==> images/cell_classes.png <==
The bar under the picture is 20 um long. Fill, decap, tap and diode cells in grey.
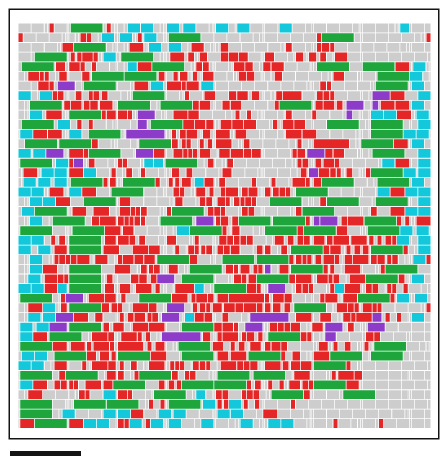
==> images/final_placement.png <==
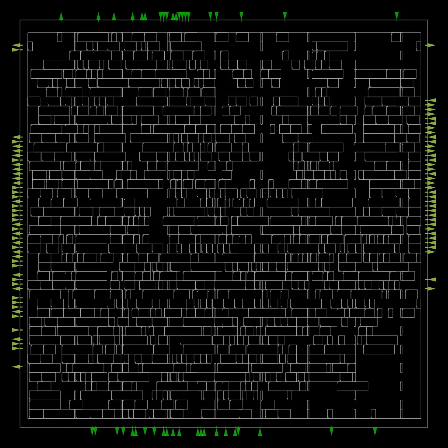
==> images/met1.png <==
Supply wires on this layer in grey.
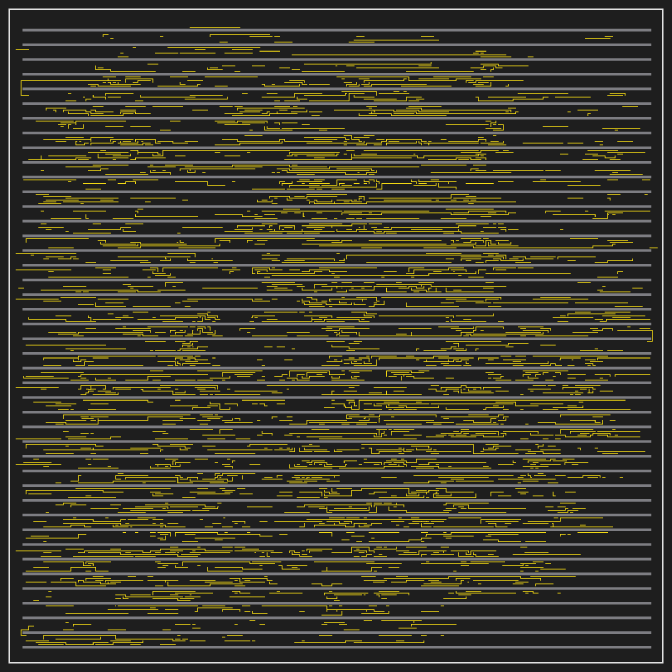
### config.mk
export PLATFORM = sky130hd
export DESIGN_NAME = hold_delay_scan_ctrl
export DESIGN_NICKNAME = d
export VERILOG_FILES = /design/src/rtl/hold_delay_scan_ctrl.sv
export SDC_FILE = /design/constraint.sdc
export NUM_CORES = 1
export LEC_CHECK = 0
export CORE_MARGIN = 2
export CORE_UTILIZATION = 50
export CTS_BUF_LIST = sky130_fd_sc_hd__clkbuf_4 sky130_fd_sc_hd__clkbuf_8
export DETAILED_ROUTE_END_ITERATION = 10
export HOLD_SLACK_MARGIN = 0.15
export PLACE_DENSITY = 0.77
export SLEW_MARGIN = 25
export SYNTH_ARGS = -nofsm -noshare
export SYNTH_HDL_FRONTEND = slang
export SYNTH_SLANG_ARGS = --single-unit
### constraint.sdc
create_clock -name Clk -period 5.7 [get_ports Clk]
set_clock_uncertainty 0.1 [all_clocks]
set_input_delay 1.71 -clock Clk [delete_from_list [all_inputs] [get_ports Clk]]
set_output_delay 1.71 -clock Clk [all_outputs]
set_load 0.05 [all_outputs]
### src/rtl/hold_delay_scan_ctrl.sv
// Hold-delay scan sequencer: sweeps HoldDelay across a programmed range, arms the
// hold generator, launches one ADC conversion per HOLD pulse and streams each
// result, tagged with its delay, to the readout FIFO over valid/ready.
module hold_delay_scan_ctrl #(
    parameter int unsigned ADC_WIDTH = 12,
    parameter int unsigned EVT_WIDTH = 16
) (
    input  logic                 Clk,
    input  logic                 reset_n,
    input  logic                 Start,
    input  logic                 Stop,
    input  logic [8:0]           StartDelay,
    input  logic [8:0]           StopDelay,
    input  logic [8:0]           DelayStep,
    input  logic [EVT_WIDTH-1:0] EventsPerStep,
    input  logic [7:0]           AdcSettle,
    input  logic                 HOLD,
    input  logic [ADC_WIDTH-1:0] AdcData,
    input  logic                 AdcDone,
    output logic [8:0]           HoldDelay,
    output logic                 Hold_en,
    output logic                 AdcStart,
    output logic [31:0]          DataOut,
    output logic                 DataValid,
    input  logic                 DataReady,
    output logic                 Busy,
    output logic                 ScanDone,
    output logic [7:0]           ConvErrCnt
);

    localparam int unsigned DLY_W     = 9;
    localparam int unsigned SUM_W     = DLY_W + 1;
    localparam int unsigned SETTLE_W  = 8;
    localparam int unsigned ERR_W     = 8;
    localparam int unsigned SAMPLE_W  = 12;
    localparam int unsigned EVT_EXT_W = EVT_WIDTH + 1;

    typedef enum logic [2:0] {
        ST_IDLE      = 3'd0,
        ST_ARM       = 3'd1,
        ST_WAIT_HOLD = 3'd2,
        ST_SETTLE    = 3'd3,
        ST_CONV      = 3'd4,
        ST_OUTPUT    = 3'd5,
        ST_NEXT      = 3'd6,
        ST_DONE      = 3'd7
    } state_t;

    state_t                state;
    state_t                stateNext;

    logic                  holdD;
    logic                  holdRise;
    logic                  stopPend;
    logic                  stopPendNext;
    logic                  latchCfg;
    logic                  captureWord;

    logic [DLY_W-1:0]      stopLat;
    logic [DLY_W-1:0]      stepLat;
    logic [EVT_WIDTH-1:0]  evtLat;
    logic [SETTLE_W-1:0]   settleLat;

    logic [DLY_W-1:0]      stepEff;
    logic [EVT_WIDTH-1:0]  evtEff;
    logic [SUM_W-1:0]      delaySum;
    logic [EVT_EXT_W-1:0]  evtInc;

    logic [DLY_W-1:0]      holdDelayNext;
    logic [EVT_WIDTH-1:0]  evtCnt;
    logic [EVT_WIDTH-1:0]  evtCntNext;
    logic [SETTLE_W-1:0]   settleCnt;
    logic [SETTLE_W-1:0]   settleCntNext;
    logic [ERR_W-1:0]      convErrNext;

    // Zero step / zero event count behave as one; the delay sum carries an extra bit so it cannot wrap.
    assign holdRise = HOLD & ~holdD;
    assign stepEff  = (stepLat == '0) ? DLY_W'(1) : stepLat;
    assign evtEff   = (evtLat == '0) ? EVT_WIDTH'(1) : evtLat;
    assign delaySum = SUM_W'(HoldDelay) + SUM_W'(stepEff);
    assign evtInc   = EVT_EXT_W'(evtCnt) + EVT_EXT_W'(1);

    // State register.
    always_ff @(posedge Clk or negedge reset_n) begin
        if (!reset_n) begin
            state <= ST_IDLE;
        end else begin
            state <= stateNext;
        end
    end

    // Next-state and next-datapath decode.
    always_comb begin
        stateNext     = state;
        holdDelayNext = HoldDelay;
        evtCntNext    = evtCnt;
        settleCntNext = settleCnt;
        convErrNext   = ConvErrCnt;
        stopPendNext  = stopPend;
        latchCfg      = 1'b0;
        captureWord   = 1'b0;

        case (state)
            ST_IDLE: begin
                stopPendNext = 1'b0;
                if (Start && !Stop) begin
                    latchCfg      = 1'b1;
                    holdDelayNext = StartDelay;
                    evtCntNext    = '0;
                    convErrNext   = '0;
                    stateNext     = ST_ARM;
                end
            end
            ST_ARM: begin
                if (Stop) begin
                    stateNext = ST_IDLE;
                end else if (!HOLD) begin
                    stateNext = ST_WAIT_HOLD;
                end
            end
            ST_WAIT_HOLD: begin
                if (Stop) begin
                    stateNext = ST_IDLE;
                end else if (holdRise) begin
                    settleCntNext = '0;
                    stateNext     = ST_SETTLE;
                end
            end
            ST_SETTLE: begin
                if (Stop) begin
                    stateNext = ST_IDLE;
                end else if (settleCnt == settleLat) begin
                    stateNext = ST_CONV;
                end else begin
                    settleCntNext = settleCnt + SETTLE_W'(1);
                end
            end
            ST_CONV: begin
                // AdcDone wins over a simultaneous HOLD drop; HOLD low without AdcDone means the held level is gone.
                if (Stop) begin
                    stateNext = ST_IDLE;
                end else if (AdcDone) begin
                    captureWord = 1'b1;
                    stateNext   = ST_OUTPUT;
                end else if (!HOLD) begin
                    if (ConvErrCnt != '1) begin
                        convErrNext = ConvErrCnt + ERR_W'(1);
                    end
                    stateNext = ST_ARM;
                end
            end
            ST_OUTPUT: begin
                // Stop is deferred until the pending word has been accepted.
                if (Stop) begin
                    stopPendNext = 1'b1;
                end
                if (DataValid && DataReady) begin
                    if (Stop || stopPend) begin
                        stateNext = ST_IDLE;
                    end else if (evtInc >= EVT_EXT_W'(evtEff)) begin
                        stateNext = ST_NEXT;
                    end else begin
                        evtCntNext = evtCnt + EVT_WIDTH'(1);
                        stateNext  = ST_ARM;
                    end
                end
            end
            ST_NEXT: begin
                if (Stop) begin
                    stateNext = ST_IDLE;
                end else if (delaySum > SUM_W'(stopLat)) begin
                    stateNext = ST_DONE;
                end else begin
                    holdDelayNext = delaySum[DLY_W-1:0];
                    evtCntNext    = '0;
                    stateNext     = ST_ARM;
                end
            end
            ST_DONE: begin
                stateNext = ST_IDLE;
            end
            default: begin
                stateNext = ST_IDLE;
            end
        endcase
    end

    // Datapath, configuration latches and registered outputs (decoded from the next state).
    always_ff @(posedge Clk or negedge reset_n) begin
        if (!reset_n) begin
            holdD      <= 1'b0;
            stopPend   <= 1'b0;
            stopLat    <= '0;
            stepLat    <= '0;
            evtLat     <= '0;
            settleLat  <= '0;
            evtCnt     <= '0;
            settleCnt  <= '0;
            HoldDelay  <= '0;
            ConvErrCnt <= '0;
            DataOut    <= '0;
            Hold_en    <= 1'b0;
            AdcStart   <= 1'b0;
            DataValid  <= 1'b0;
            Busy       <= 1'b0;
            ScanDone   <= 1'b0;
        end else begin
            holdD      <= HOLD;
            stopPend   <= stopPendNext;
            evtCnt     <= evtCntNext;
            settleCnt  <= settleCntNext;
            HoldDelay  <= holdDelayNext;
            ConvErrCnt <= convErrNext;
            if (latchCfg) begin
                stopLat   <= StopDelay;
                stepLat   <= DelayStep;
                evtLat    <= EventsPerStep;
                settleLat <= AdcSettle;
            end
            if (captureWord) begin
                DataOut <= {7'b0, HoldDelay, 4'b0, SAMPLE_W'(AdcData)};
            end
            Hold_en   <= (stateNext == ST_WAIT_HOLD);
            AdcStart  <= (stateNext == ST_SETTLE) && (settleCntNext == settleLat);
            DataValid <= (stateNext == ST_OUTPUT);
            Busy      <= (stateNext != ST_IDLE);
            ScanDone  <= (stateNext == ST_DONE);
        end
    end

endmodule

==> results_slide.txt <==
Key Metrics from the Run

Layout
  – Seq cells: 114
  – Most frequent logic cell in the layout: dfrtp_1
  – Largest Register: DataOut
  – Flop area: 2850 um2
  – Nonclk buf count: around 120
  – # diodes: 0
  – Signal buffers share of area: 0.141
  – Clock buf/inv share: 0.0487
  – Comb gate area: around 3600 um2
  – Logic inverters: between 40 and 50
  – Final nets: 938
  – Fillers: 1112
  – Max reg flops: 21
  – Clock buffers: 21

Clock network
  – Post_cts resized: 0
  – Post-CTS setup buffer count: 0
  – Clk buf depth: 2
  – Reg clk slew, reported paths: 0.07 ns
  – Insertion Delay late pin: around 0.45 ns
  – Clock sink count: around 110
  – Post-cts hold buffer count: 0
  – CTS tree: built

Critical path
  – Max incr delay on CP: 0.65 ns
  – Worst path arrival time: 5.25 ns
  – Slowest CP cell: a2111oi_0
  – Worst R2R Path Depth: 18
  – Critical Path End: evtCnt[9]
  – Setup crit end kind: flop
  – R2R Setup Slk: 0.69 ns
  – Buf+Inv Stages, Crit Path: 2
  – R2r endpoint: evtCnt[9]
  – WP depth: 18

Power and ir drop
  – IR drop worst, VDD: 437 uV
  – Clock net power: 0.000785 W
  – Power Internal: 0.00225 W
  – Seq pwr share: 0.321
  – Switching share of total power: 0.424
  – Top pwr grp: combinational logic
  – Total leakage power: 3.74 nW
  – Comb pwr: 0.00187 W
  – Clock share of power: 0.201
  – Overall power: 0.00391 W

Route
  – DRC viols: 0
  – Via count: 5774
  – Initial DRC Count: 320
  – Via-to-Cell Ratio: 5.67
  – DR pass1 iterations: 5
  – Post-detailed-route wirelength per cell: 17.3 um
  – Max Used Layer: met4

Logic synthesis
  – Yosys Chip Area: just under 7000 um2
  – Syn. warnings: 0
  – Most instantiated cells after synthesis: 114 x dfrtp_1, 77 x nand2_1, 48 x o21ai_0, 47 x nor2_1, 45 x inv_1
  – Synth async-reset ratio: 1.00
  – Mean Syn Cell Area: between 9 and 10 um2
  – Yosys cell count: around 730
  – Biggest area cells: dfrtp_1 42%, ha_1 6.8%, nand2_1 4.2%
  – Area fraction in xor and xnor cells: 0.0489
  – Netlist Area Pre-Place: 6810 um2
  – Post-Synth Simple-Gate Area: 0.162
  – Adder-Cell Fraction of Synth Area: 0.0709
  – Gate Count Post-Synth: roughly 730
  – Most common cell in the synthesized netlist: dfrtp_1

Place
  – DP Area: 8000 um2
  – Routability cong.: between 0.9 and 1
  – PortBufs: 112

STA
  – Slew Viols, Final: 0
  – RSZ-0062 raised after global routing: no
  – Fin crit period: 5.01 ns
  – Least-Margin Pin Slew: 0.670 ns
  – Final setup viols: 0
  – Worst slew margin: 0.542
  – Final TNS setup: 0 ns
  – Period utilisation layout: 0.880
  – WHS: 0.387 ns

Die
  – Width of the die: 121 um
  – # IOs: 124
  – Tap Count: 176
  – Die Ht: roughly 120 um

Global route
  – GR Util met3: 0.0656
  – Vias in the first global route: roughly 5900
  – Routing usage on met2: 0.412
  – First-pass GRT wire length: roughly 29 mm
  – Most used routing layer: met2
  – Largest net degree at the start of global routing: 43
  – Gr usage total: 0.257

Outcome
  – Outcome: finished, final reports clean

Worst hold path
  – Hold Path Depth: 2
  – Worst hold-check path type: reg -> reg
About cell_classes.png:
legend:
  flip-flops:
    colour: green
    cells: 114
    share_of_their_area: 35%
  other buffers and delay cells:
    colour: cyan
    cells: 121
    share_of_their_area: 14%
  all other logic:
    colour: red
    cells: 576
    share_of_their_area: 46%
  clock drivers and dummy loads:
    colour: purple
    cells: 31
    share_of_their_area: 5.0%

About final_placement.png:
area of the core: 13300 um2
Final Non-Filler Cells: 1018
row count: 42
register share of the cell area: 0.339

About met1.png:
longest straight run: 49.2 um
share of all routed wire: 44%
main direction: horizontal

Power and IR drop assume default switching activity.
